Design alu_mul_seq, sky130hd; sources not shown.
**Cell density map**

Drawn at 4 px/um. 9 x 9 tiles, from dark blue (low) to red (high), 0 to 100% covered.
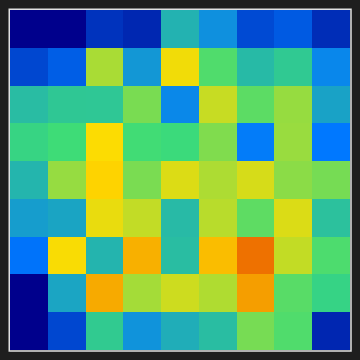
emptiest ninth of the die: upper left
mean over tiles: 46%
fullest tile: 87%
Post-Route Utilization: 54.4%
Initial Util: 34.1%
core area: 6350 um^2

**Met1 routing**

Drawn at 6 px/um. Supply wires on this layer in gray. Cells faint in the background.
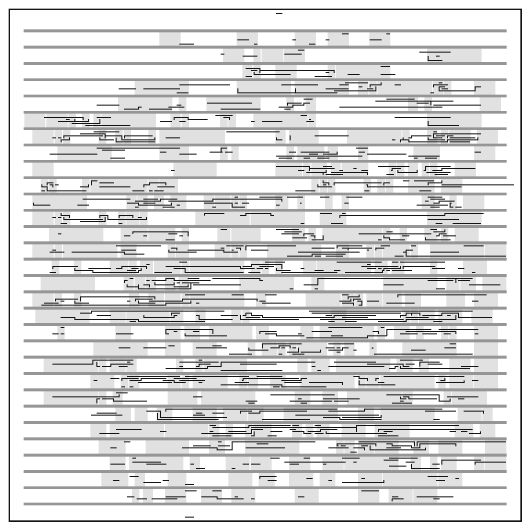
nets with wire on the layer: 336
main direction: horizontal
global routing usage on met1: 19.6%
via count: 2029
WL final: 6040 um

**Cells colored by class**

Drawn at 4 px/um.
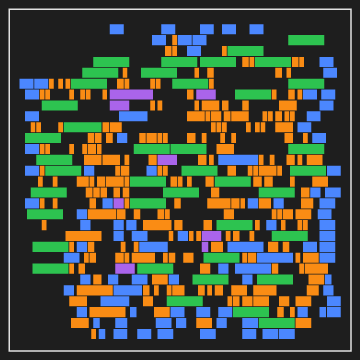
legend:
  orange:
    class: combinational and other logic
    cells: 213
  purple:
    class: clock drivers and dummy loads
    cells: 8
  green:
    class: sequential cells
    cells: 40
  blue:
    class: remaining buffers and delay cells
    cells: 90
Site Rows: 29
post-route cell area: 3460 um^2
Seq area share: 29.0%

**Port wiring**

Drawn at 3 px/um.
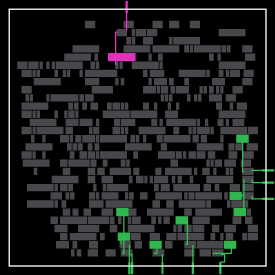
legend:
  magenta:
    port: `ovf`
    direction: output
    edge: top
    end_cells: 1
    buffers: 1
    wire: 24.1 um
  green:
    port: `alu_data2`
    direction: output
    edge: 5 bottom, 3 right
    end_cells: 8
    buffers: 8
    wire: 98.8 um
Buffers on Ports: 56
Ports: 57

**Cell placement**

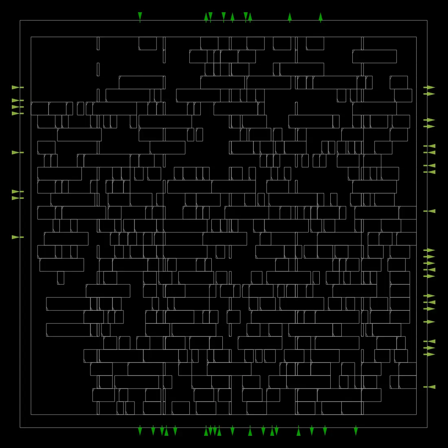
number of well taps: 77
fill count: 604
FFs & Latches: 40
Cell Count, Final, Fillers Out: 428

==> run_results.csv <==
group,metric,value,unit
outcome,status,"finished, violations left",
outcome,violations,"negative setup slack",
layout,lay_top_cells,"nand2_1, dfrtp_1, clkdlybuf4s50_1, inv_1, buf_4",
pwr,seqPwrFrac,24.6,%
layout,sh_comb_area,33.7,%
setup_path,slowest_delay,460,ps
pwr,combPwrFrac,63.7,%
pwr,leakage,0.00164,uW
layout,nNetsFinal,391,
clocking,cts-hold-fix-buffers,1,
synthesis,netlist_area,2170,um^2
synthesis,ys_cells,263,
final_timing,fin_ws,-84.2,ps
placed_design,gp_congestion,0.764,
layout,final_common_cell,"nand2_1",
worst_hold_path,hp-class,"in2async",
layout,antennaDiodeCount,0,
synthesis,ys_sh_aoi,16.3,%
die,die_h,85.1,um
clocking,cts_resized,115,
synthesis,ys_warn_count,0,
placed_design,dpl_cell_area,2980,um^2
final_timing,final_hold_viol_count,0,
layout,clock_cell_area_share,3.22,%
pwr,peakVddDrop,1.04,mV
route,met3WireLength,289,um
pwr,clkPwrFrac,11.6,%
setup_path,worstSetupPathDepth,8,
pwr,powerSeq,1670,uW
final_timing,setup_viol,8,
synthesis,edf_count,0,
synthesis,ys_area,2170,um^2
clocking,cts_tree,"done",
setup_path,crit_family,"simple AND/OR/NAND/NOR gates",
final_timing,fin_worst_skew,11.7,ps
layout,clock_buffers,5,
layout,buf_share,26.9,%
synthesis,ys_seq_share,46.2,%
synthesis,ys_sh_simple,19.5,%
placed_design,dp.final_hpwl,4170,um
synthesis,yosys-top-cells-count,"nand2_1, dfrtp_1, inv_1, o21ai_0, o21ai_1",
final_timing,min_period,1780,ps
Power and IR drop assume default switching activity.
